**src/rtl/ar_uid_pkg.sv**
```systemverilog
// Shared types for the AR UID allocator: table entry layout, FSM states,
// and the index-width helper used to size encoders and counters.
package ar_uid_pkg;

    // Entry fields are sized for the widest supported ARID and counter.
    // Narrower instances leave the upper bits constant zero.
    localparam int AR_ID_MAX_W  = 16;
    localparam int AR_CNT_MAX_W = 16;

    typedef struct packed {
        logic                    busy;
        logic [AR_ID_MAX_W-1:0]  orig_id;
        logic [AR_CNT_MAX_W-1:0] cnt;
    } entry_t;

    typedef enum logic {
        IDLE  = 1'b0,
        GRANT = 1'b1
    } state_t;

    function automatic int idx_width(input int n);
        return (n > 1) ? $clog2(n) : 1;
    endfunction

endpackage

```
**src/rtl/uid_prio_enc.sv**
```systemverilog
// Lowest-set-bit priority encoder: reports whether any bit is set and the
// index of the lowest one.
module uid_prio_enc
    import ar_uid_pkg::*;
#(
    parameter int N     = 16,
    parameter int IDX_W = idx_width(N)
) (
    input  logic [N-1:0]     vec,
    output logic             found,
    output logic [IDX_W-1:0] idx
);

    // Scan downwards so the last hit written is the lowest index.
    always_comb begin
        found = 1'b0;
        idx   = '0;
        for (int i = N - 1; i >= 0; i--) begin
            if (vec[i]) begin
                found = 1'b1;
                idx   = IDX_W'(i);
            end
        end
    end

endmodule

```
**src/rtl/ar_uid_allocator.sv**
```systemverilog
// AR ID-remapping tag allocator: maps each ARID onto a live UID (same ARID
// shares one UID), translates UIDs back for the R path and frees on RLAST.
module ar_uid_allocator
    import ar_uid_pkg::*;
#(
    parameter int ID_WIDTH  = 4,
    parameter int UID_WIDTH = 8,
    parameter int NUM_UIDS  = 16,
    parameter int CNT_WIDTH = 4,
    localparam int IDX_W    = idx_width(NUM_UIDS)
) (
    input  logic                 clk,
    input  logic                 rst_n,
    input  logic                 alloc_req,
    input  logic [ID_WIDTH-1:0]  alloc_in_id,
    output logic                 alloc_gnt,
    output logic [UID_WIDTH-1:0] unique_id,
    input  logic [UID_WIDTH-1:0] lookup_uid,
    output logic [ID_WIDTH-1:0]  lookup_id,
    output logic                 lookup_hit,
    input  logic                 free_valid,
    input  logic [UID_WIDTH-1:0] free_uid,
    output logic [IDX_W:0]       busy_count,
    output logic                 full,
    output logic                 err_free
);

    localparam logic [AR_CNT_MAX_W-1:0] CNT_ONE = AR_CNT_MAX_W'(1);
    localparam logic [AR_CNT_MAX_W-1:0] CNT_MAX = AR_CNT_MAX_W'((1 << CNT_WIDTH) - 1);

    entry_t               table_reg  [NUM_UIDS];
    entry_t               table_next [NUM_UIDS];
    state_t               state_reg, state_next;
    logic [UID_WIDTH-1:0] unique_id_reg, unique_id_next;
    logic [IDX_W:0]       busy_count_reg, busy_count_next;
    logic                 full_reg, full_next;
    logic                 err_free_reg, err_free_next;

    logic [AR_ID_MAX_W-1:0] id_ext;
    logic [NUM_UIDS-1:0]    match_vec, idle_vec;
    logic                   match_found, idle_found;
    logic [IDX_W-1:0]       match_idx, idle_idx;
    logic                   commit, commit_new;
    logic [IDX_W-1:0]       sel_idx;
    logic                   free_in_range, free_ok;
    logic [IDX_W-1:0]       free_idx;
    logic                   lookup_in_range;
    logic [IDX_W-1:0]       lookup_idx;

    assign id_ext = AR_ID_MAX_W'(alloc_in_id);

    for (genvar gi = 0; gi < NUM_UIDS; gi++) begin : g_vec
        assign match_vec[gi] = table_reg[gi].busy && (table_reg[gi].orig_id == id_ext);
        assign idle_vec[gi]  = !table_reg[gi].busy;
    end

    uid_prio_enc #(.N(NUM_UIDS), .IDX_W(IDX_W)) u_match_enc (
        .vec   (match_vec),
        .found (match_found),
        .idx   (match_idx)
    );

    uid_prio_enc #(.N(NUM_UIDS), .IDX_W(IDX_W)) u_idle_enc (
        .vec   (idle_vec),
        .found (idle_found),
        .idx   (idle_idx)
    );

    assign free_in_range   = int'(free_uid) < NUM_UIDS;
    assign free_idx        = free_uid[IDX_W-1:0];
    assign free_ok         = free_valid && free_in_range && table_reg[free_idx].busy;

    assign lookup_in_range = int'(lookup_uid) < NUM_UIDS;
    assign lookup_idx      = lookup_uid[IDX_W-1:0];
    assign lookup_hit      = lookup_in_range && table_reg[lookup_idx].busy;
    assign lookup_id       = lookup_in_range ? table_reg[lookup_idx].orig_id[ID_WIDTH-1:0] : '0;

    always_comb begin
        state_next     = state_reg;
        unique_id_next = unique_id_reg;
        commit         = 1'b0;
        commit_new     = 1'b0;
        sel_idx        = match_idx;
        case (state_reg)
            IDLE: begin
                if (alloc_req) begin
                    // A live entry for this ARID blocks opening a second one,
                    // even when its counter is saturated.
                    if (match_found) begin
                        if (table_reg[match_idx].cnt != CNT_MAX) begin
                            commit  = 1'b1;
                            sel_idx = match_idx;
                        end
                    end else if (idle_found) begin
                        commit     = 1'b1;
                        commit_new = 1'b1;
                        sel_idx    = idle_idx;
                    end
                    if (commit) begin
                        state_next     = GRANT;
                        unique_id_next = UID_WIDTH'(sel_idx);
                    end
                end
            end
            GRANT: begin
                if (!alloc_req) begin
                    state_next = IDLE;
                end
            end
            default: state_next = IDLE;
        endcase
    end

    // Allocation and release both act on the pre-update table; a release in
    // the same cycle as a search stays invisible to that search.
    always_comb begin
        for (int i = 0; i < NUM_UIDS; i++) begin
            logic inc, dec;
            inc = commit && (sel_idx == IDX_W'(i));
            dec = free_ok && (free_idx == IDX_W'(i));
            table_next[i] = table_reg[i];
            if (inc && commit_new) begin
                table_next[i].busy    = 1'b1;
                table_next[i].orig_id = id_ext;
                table_next[i].cnt     = CNT_ONE;
            end else if (inc && !dec) begin
                table_next[i].cnt = table_reg[i].cnt + CNT_ONE;
            end else if (dec && !inc) begin
                table_next[i].cnt = table_reg[i].cnt - CNT_ONE;
                if (table_reg[i].cnt == CNT_ONE) begin
                    table_next[i].busy = 1'b0;
                end
            end
        end
    end

    always_comb begin
        busy_count_next = '0;
        for (int i = 0; i < NUM_UIDS; i++) begin
            busy_count_next = busy_count_next + {{IDX_W{1'b0}}, table_next[i].busy};
        end
        full_next     = (busy_count_next == (IDX_W + 1)'(NUM_UIDS));
        err_free_next = err_free_reg || (free_valid && !free_ok);
    end

    always_ff @(posedge clk or negedge rst_n) begin
        if (!rst_n) begin
            state_reg      <= IDLE;
            unique_id_reg  <= '0;
            busy_count_reg <= '0;
            full_reg       <= 1'b0;
            err_free_reg   <= 1'b0;
            for (int i = 0; i < NUM_UIDS; i++) begin
                table_reg[i] <= '0;
            end
        end else begin
            state_reg      <= state_next;
            unique_id_reg  <= unique_id_next;
            busy_count_reg <= busy_count_next;
            full_reg       <= full_next;
            err_free_reg   <= err_free_next;
            for (int i = 0; i < NUM_UIDS; i++) begin
                table_reg[i] <= table_next[i];
            end
        end
    end

    assign alloc_gnt  = (state_reg == GRANT);
    assign unique_id  = unique_id_reg;
    assign busy_count = busy_count_reg;
    assign full       = full_reg;
    assign err_free   = err_free_reg;

endmodule

```
**config.mk**
```make
export PLATFORM = sky130hd
export DESIGN_NAME = ar_uid_allocator
export DESIGN_NICKNAME = d
export VERILOG_FILES = /design/src/rtl/ar_uid_pkg.sv /design/src/rtl/uid_prio_enc.sv /design/src/rtl/ar_uid_allocator.sv
export SDC_FILE = /design/constraint.sdc
export NUM_CORES = 1
export LEC_CHECK = 0
export CAP_MARGIN = 20
export CORE_MARGIN = 2
export CORE_UTILIZATION = 45
export CTS_BUF_LIST = sky130_fd_sc_hd__clkbuf_8
export DETAILED_ROUTE_END_ITERATION = 8
export GPL_ROUTABILITY_DRIVEN = 0
export GPL_TIMING_DRIVEN = 0
export PLACE_DENSITY_LB_ADDON = 0.05
export SKIP_LAST_GASP = 1
export SLEW_MARGIN = 20
export SYNTH_ARGS = -nofsm -noshare
export SYNTH_HDL_FRONTEND = slang
export SYNTH_SLANG_ARGS = --single-unit
```
**constraint.sdc**
```tcl
create_clock -name clk -period 9.7 [get_ports clk]
set_clock_uncertainty 0.05 [all_clocks]
set_input_delay 1.94 -clock clk [delete_from_list [all_inputs] [get_ports clk]]
set_output_delay 1.94 -clock clk [all_outputs]
set_load 0.005 [all_outputs]
```
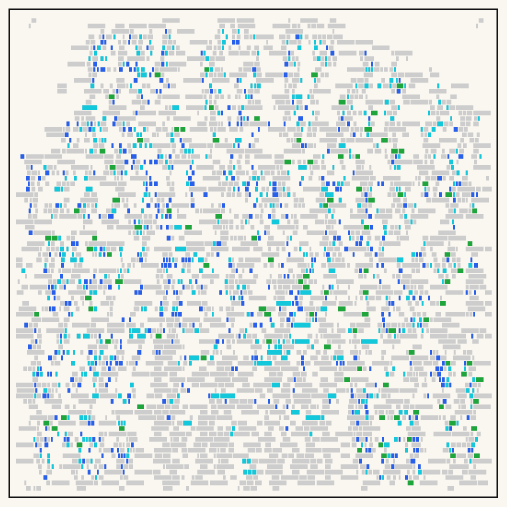
(images/gates.png)
(2 px per um)
Key: green = non-inverting ao/oa cells [cells 103, where spread over the die]; blue = nand cells [cells 498, where spread over the die]; cyan = nor cells [cells 489, where spread over the die]

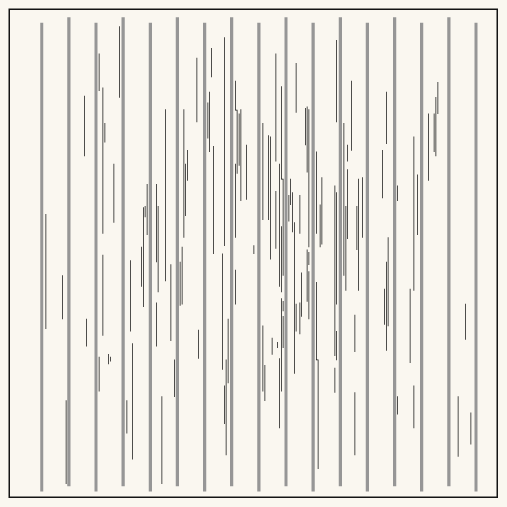
(images/m4.png)
(2 px per um) Supply wires on this layer in gray.
The longest straight run is 104 um. 82 nets have wire on it. The wires run mostly vertical.

==> impl_metrics.csv <==
group,metric,value,unit
run_status,outcome,"finished clean",
clocking,hold_buffers,0,
setup_path,reg2reg_depth,24,
job,max-cap-violations,0,
setup_path,startpoint,"alloc_in_id[0]",
power,switching_power,0.00209,W
place,dp_hpwl,66500,um
synthesis,yosys-stat-cells,3023,
final_layout,drive_above_1_share,12.6,%
grt,grt_pass1_vias,24767,
grt,grt_use_total,30.9,%
setup_path,crit_cells,27,
setup_path,critPathMaxFanout,10,
clocking,cts.path.max_buffers,3,
floorplanning,core_region_area,56500,um2
final_layout,mostFrequentLayoutCell,"dfrtp_1",
clocking,cts_root_buffer,"clkbuf_8",
setup_path,arrival,9.93,ns
final_layout,largest_register_ffs,336,
synthesis,netlist_logic_family_top,"simple AND/OR/NAND/NOR gates",
power,p_comb_share,34.6,%
clocking,cts_tree,"yes",
synthesis,synthTopCellsByArea,"dfrtp_1 34%, nand2_1 3.8%, nor2_1 3.6%",
final_timing,setup_ws,0.249,ns
synthesis,yosys.area_share.adder,3.35,%
final_layout,final_cell_mix,"348 x dfrtp_1, 260 x nand2_1, 240 x nor2_1",
synthesis,ys_warn_count,0,
power,pg_comb,0.00178,W
final_timing,period_minus_slack,9.45,ns
power,ir_drop,0.000116,V
setup_path,r2r-start,"table_reg[169]$_DFFE_PN0P_",
detailed_routing,drc_errors,0,
floorplanning,rows,87,
final_layout,instances_no_fill,3956,
detailed_routing,drt_wl_total,93200,um
grt,grt_pass1_wl,145000,um
power,p_seq,0.00177,W
power,pwr-share-clk,30.8,%
synthesis,synth_area,25800,um2
power,power_clock,0.00158,W
final_timing,slew_headroom,20.4,%
setup_path,cp_slowest_stage_delay,0.59,ns
setup_path,cpMostUsedCell,"fa_1",
final_layout,fillers,5288,
synthesis,yosys.area_share.xor_xnor,2.96,%
detailed_routing,drt-pass1-iter-count,6,
clocking,cts_buffers,70,
final_timing,min_period_over_period,97.4,%
synthesis,mux_share,6.42,%
power,finalPower,0.00513,W
synthesis,netlist_instances,3023,
hold_path,hold_class,"reg -> reg",
setup_path,reg2reg_slack,1.16,ns
final_timing,tightest_slew,1.19,ns
clocking,htree_levels,3,
final_layout,area_growth_syn_to_layout,12.4,%
power,maxPowerGroup,"combinational cells",
job,tool_warnings,60,
power,power.internal,0.00304,W
synthesis,synthTopCellsByCount,"348 x dfrtp_1, 263 x nand2_1, 246 x nor2_1",
synthesis,ys_sh_simple,26.1,%
final_layout,nNetsFinal,3233,
floorplanning,ios,45,
place,dp_slack,-2.20,ns
power,power_per_cell_area,177,nW/um2
floorplanning,initCoreUtil,45.6,%
grt,grt.overflow.total,0,
synthesis,most_common_cell,"dfrtp_1",
final_timing,grt_setup_unrepaired,"no",
power,p_seq_share,34.6,%
detailed_routing,ant_nets,0,
synthesis,aoi_share,22.6,%
synthesis,ys_seq_share,33.8,%
setup_path,path_buffers,9,
setup_path,cp_data_required_time,10.18,ns
detailed_routing,vias,26168,
place,place_inst,3816,
grt,antenna_found_initial,4,
setup_path,cp-endpoint,"full$_DFF_PN0_",
final_timing,drv_slew,0,
place,port_buffers,30,
setup_path,startpoint_type,"input port",
clocking,clock-sinks,348,
synthesis,top_area_cell,"dfrtp_1",
floorplanning,die-area,59200,um2
floorplanning,die_width,243,um
setup_path,rr_endpoint,"full$_DFF_PN0_",
floorplanning,die_h,243,um
clocking,path_clk_slew,0.06,ns
final_timing,whs,0.414,ns
synthesis,ys_area,25800,um2
synthesis,ys.flop_type,"dfrtp_1",
synthesis,synthesis.area_per_instance,8.52,um2
setup_path,worstSetupPathType,"in -> reg",
detailed_routing,drtIter0Drc,2899,
grt,grt_max_degree,86,
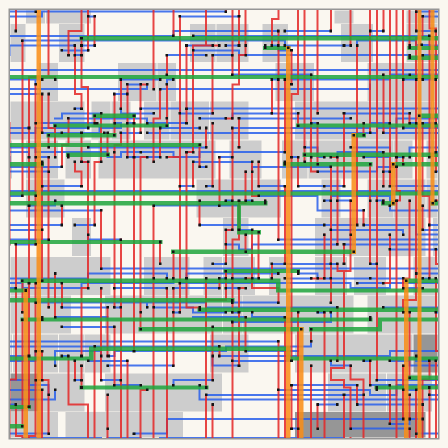
(images/closeup.png)
Region (107, 58) to (137, 88) um. Cells in gray, sequential cells in the stronger gray; small squares are vias.
Key: green = M3; blue = M1; orange = M4; red = M2
Sequential cells in the window: 1. Most frequent: mux4_2 (10), nor2_1 (6). Netlist names of flops here include `table_reg` (1). 58 logic cells have their middle in the window.

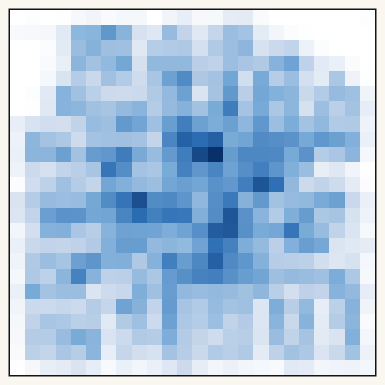
(images/route_heat.png)
(1.5 px per um) The die is cut into 24 by 24 equal tiles; white is low, dark blue is high, scaled to the fullest tile. Values are wire area over tile area, all layers added.
The fullest tile reaches 0.78. 22% of the tiles are over half the peak. The densest ninth of the die: center.

==> stage by stage <==
step | util (%) | TNS (ns)
floorplan | - | 0
global placement | 47.8 | -3435.02
detailed placement | 48.1 | -10.10
CTS | 51.0 | 0
global route | 51.3 | 0
finish | 51.3 | 0
==> worst min-delay path by stage <==
| stage | from | endpoint | slack (ns) | depth (start not counted) |
|---|---|---|---|---|
| 2_1_floorplan | table_reg[147]$_DFFE_PN0P_ | table_reg[147]$_DFFE_PN0P_ | 0.38 | 1 |
| 3_3_place_gp | err_free$_DFF_PN0_ | err_free$_DFF_PN0_ | 0.39 | 1 |
| 3_5_place_dp | err_free$_DFF_PN0_ | err_free$_DFF_PN0_ | 0.40 | 1 |
| 5_1_grt | err_free$_DFF_PN0_ | err_free$_DFF_PN0_ | 0.44 | 1 |
| 4_1_cts | err_free$_DFF_PN0_ | err_free$_DFF_PN0_ | 0.42 | 1 |
| 6_report | err_free$_DFF_PN0_ | err_free$_DFF_PN0_ | 0.41 | 1 |
==> per-layer routing <==
layer | track usage (%) | part of all wire (%)
met4 | 14.0 | 4.2
met2 | 47.4 | 45
met3 | 6.72 | 8.1
met1 | 41.9 | 43
met5 | 0 | 0
==> cell type report <==
class	instances	area, um2	area share [%]
tap	756	946	3.27
sequential	348	8710	30.1
inverter	102	383	1.32
clock buffer	93	1280	4.42
multi-input combinational	2394	16100	55.5
timing repair buffer	50	548	1.89
clock inverter	31	145	0.501
antenna	2	5.00	0.0173
buffer	180	860	2.97
==> timing repair <==
item | in CTS | in global routing
setup buffers | 9 | 7
resized | 31 | 28
pin swaps | 4 | 7
endpoints found under the setup margin | 6 | 4
Power figures rest on the tool's default switching activity, not on a simulated workload.
